==> config.mk <==
export PLATFORM = sky130hd
export DESIGN_NAME = tow_match_scoreboard
export DESIGN_NICKNAME = d
export VERILOG_FILES = /design/src/rtl/tow_pkg.sv /design/src/rtl/seg7_digit.sv /design/src/rtl/tow_match_scoreboard.sv
export SDC_FILE = /design/constraint.sdc
export NUM_CORES = 1
export LEC_CHECK = 0
export CORE_MARGIN = 3
export CORE_UTILIZATION = 35
export CTS_CLUSTER_SIZE = 25
export DETAILED_ROUTE_END_ITERATION = 6
export PLACE_DENSITY = 0.53
export SETUP_SLACK_MARGIN = 0.4
export SYNTH_ARGS = -nofsm -noshare
export SYNTH_HDL_FRONTEND = slang
export SYNTH_HIERARCHICAL = 1
export SYNTH_SLANG_ARGS = --single-unit
==> constraint.sdc <==
create_clock -name clk -period 2.2 [get_ports clk]
set_clock_uncertainty 0.15 [all_clocks]
set_input_delay 0.33 -clock clk [delete_from_list [all_inputs] [get_ports clk]]
set_output_delay 0.33 -clock clk [all_outputs]
set_load 0.03 [all_outputs]
Sequential cells colored by netlist name:
Bar = 20 um. Other sequential cells in the stronger gray, the rest of the logic in the fainter gray.
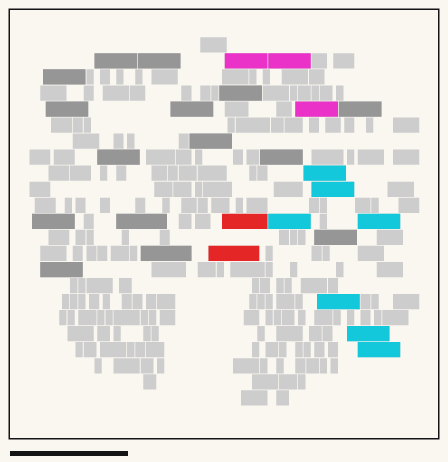
cyan -> HEX_L  # sequential cells 7, where right middle
red -> score_l  # sequential cells 2
magenta -> hold_cnt  # sequential cells 3
not colored = 15
Register Area: 553 sq um
P_seq: 528 uW

Port wiring:
Bar = 20 um.
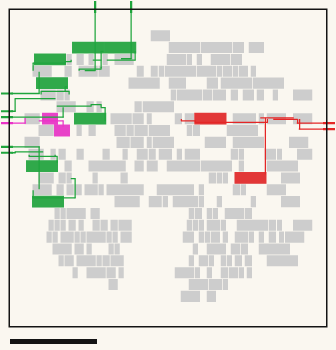
magenta -> R  # direction input, edge left, end cells 2, buffers 1, wire 11.7 um
red -> winner  # direction output, edge right, end cells 2, buffers 2, wire 62.2 um
green -> HEX_R  # direction output, edge 5 left, 2 top, end cells 7, buffers 7, wire 171 um
num ports: 24
Port Buf Inserts: 23

Floorplan with the power grid:
Bar = 20 um. Pins as bars on the die edge. Tap cells in gray.
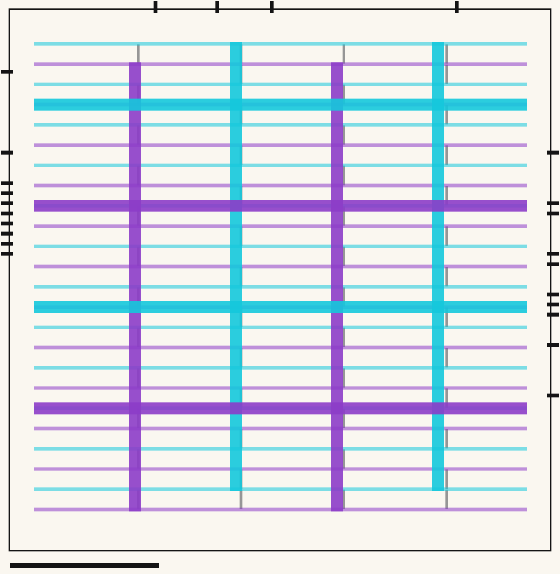
purple -> VSS
cyan -> VDD
met4 straps = 4
tap cells = 50
Core ar.: 4140 sq um
peak supply drop: 0.298 mV
Die H: 72.6 um
Die W: 72.6 um

Placement density heat map:
Bar = 20 um. 7 x 7 tiles, from white (low) to dark blue (high), 0 to 100% covered.
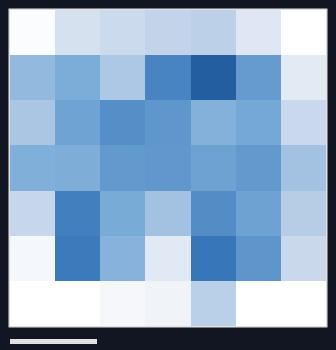
emptiest ninth of the die = bottom left
densest ninth of the die = middle
nearly empty tiles = 12%
mean over tiles = 37%
tiles over 75% full = 2.0%
FP Util: 37.4%
final core occ: 48.1%

==> results.sh <==
# implementation run metrics
export IMPL_status="completed"
export IMPL_flop_cell="dfxtp_1"
export IMPL_simple_gate_share_pct=22.0
export IMPL_period_needed_ns=1.76
export IMPL_drt_iter0_markers=60
export IMPL_crit_family="buffers and inverters"
export IMPL_buffers=28
export IMPL_critPathLaunchType="flip-flop"
export IMPL_nMultiInputCombCells=154
export IMPL_worstSetupPathDepth=1
export IMPL_grt_pass1_vias=1247
export IMPL_crit_slowest_cell="clkdlybuf4s50_1"
export IMPL_fp_row_count=23
export IMPL_end_kind="output port"
export IMPL_ys_cells=194
export IMPL_cts_root_buf="clkbuf_8"
export IMPL_netlist_instances=194
export IMPL_synth_edff_count=0
export IMPL_whs_path_depth=2
export IMPL_nets=251
export IMPL_synthToLayoutAreaGrowth_pct=28.5
export IMPL_gr_total_overflow=0
export IMPL_num_vias=1312
export IMPL_grt_antenna_before_repair=0
export IMPL_xor_area_share_pct=4.52
export IMPL_crit_required_ns=1.72
export IMPL_slowest_delay_ns=0.67
export IMPL_maxCapViolCount=0
export IMPL_cts_buffer_depth=2
export IMPL_ys_area_sq_um=1550
export IMPL_final_setup_viol_count=0
export IMPL_yosysUniqueCellTypes=38
export IMPL_cts_made_buffers=3
export IMPL_synth_adder_area_share_pct=9.69
export IMPL_finalCritPeriodShare_pct=80.1
export IMPL_pwr_density_cell_nw_per_um2=527
export IMPL_drt_pass1_iter_count=4
export IMPL_wl_per_cell_um=11.1
export IMPL_hold_class="reg2reg"
export IMPL_worstSkewPairLatency_ns=0.27
export IMPL_worstPathMaxFanout=2
export IMPL_cp_arrival_ns=1.28
export IMPL_power_leakage_uw=0.00102
export IMPL_synth_area_per_cell_sq_um=7.99
export IMPL_globalplace_congestion=0.798
export IMPL_num_nonclk_inverters=19
export IMPL_path_class="reg2out"
export IMPL_yosysSeqAreaShare_pct=34.9
export IMPL_logic_family="simple AND/OR/NAND/NOR gates"
export IMPL_clkCellAreaFrac_pct=2.45
export IMPL_n_clock_buffer=3
export IMPL_wl_um=3140
export IMPL_drc_errors=0
export IMPL_placedCellCount=278
export IMPL_grt_pass1_wl_um=5290
export IMPL_viasPerCell=4.65
export IMPL_hold_viol=0
export IMPL_critPathBufInv=1
export IMPL_drt_antenna_violating_nets=0
export IMPL_combGateArea_sq_um=951
export IMPL_netlist_area_sq_um=1550
export IMPL_buffer_area_share_pct=15.3
export IMPL_place_area_sq_um=1890
export IMPL_clkTransAtPathRegs_ns=0.09
export IMPL_reg2reg_depth=8
export IMPL_grt_max_degree=17
export IMPL_rrSetupSlack_ns=0.52
export IMPL_sh_comb_area_pct=47.7
export IMPL_seq_share_pct=27.8
export IMPL_holdBufCountCts=0
export IMPL_worstPathCellList="clkdlybuf4s50_1"
export IMPL_final_area_sq_um=1990
export IMPL_design_seq_count=27
export IMPL_ys_flops=27
export IMPL_max_freq_ghz=0.568
export IMPL_num_antenna_cells=0
export IMPL_total_power_uw=1050
export IMPL_htreeDepth=1
export IMPL_nWellTaps=50
export IMPL_dieArea_sq_um=5260
export IMPL_final_max_slew_viol_count=0
export IMPL_cts_tree="yes"
export IMPL_synth_compound_area_share_pct=19.4
export IMPL_rsz0062_at_grt="true"
export IMPL_hpwl_um=2480
## cells in the mapped netlist, types with 3 or more instances
library cell	instances	share of area, %
nand2_1	29	7.0
a21oi_2	3	1.7
a21oi_1	22	7.1
dfxtp_1	27	35
o21ai_0	7	2.3
xor2_1	6	3.4
clkbuf_1	3	0.73
buf_6	3	2.2
nor2_1	14	3.4
nand3_1	9	2.9
ha_1	12	9.7
a31oi_1	4	1.6
nand2b_1	6	2.4
buf_2	3	0.97
inv_1	19	4.6
## through the flow
stage	hold slack [ns]	setup WS [ns]
finish	0.296	0.439
global route	0.334	0.389
CTS	0.304	0.403
detailed placement	0.290	0.116
global placement	0.292	0.203
floorplan	0.273	0.453
## placed cells by master (no fill, tap or decap), drive strengths merged
master / instances
a211oi: 2
a21oi: 25
a221oi: 2
a31oi: 4
a32oi: 2
and2: 1
and2b: 2
and3b: 2
buf: 5
clkbuf: 3
clkdlybuf4s50: 8
clkinvlp: 1
conb: 16
dfxtp: 27
dlymetal6s2s: 15
ha: 12
inv: 19
mux2i: 1
nand2: 29
nand2b: 6
nand3: 9
nand3b: 2
nor2: 14
nor2b: 1
nor3: 1
o2111a: 1
o21a: 1
o21ai: 7
o31ai: 1
o32ai: 1
or2: 3
or3: 1
xnor2: 2
xor2: 6
## power breakdown
group          leakage (uW)  switching, uW  internal [uW]  total, uW
Combinational      0.000778            141           97.3        238
Clock             0.0000217            155            128        284
Sequential         0.000223           16.1            512        528
Total               0.00102            313            738       1050
## what timing repair did
action | in CTS | in global routing
setup endpoints to repair | 0 | 22
hold endpoints to repair | 0 | 0
resized | 0 | 25
## layer usage
layer	track usage [%]	wire, um
met2	21.5	1480
met4	1.84	21
met1	15.5	1490
met5	0	0
met3	3.32	153
No activity file was given, so power comes from the tool's default toggle rates.
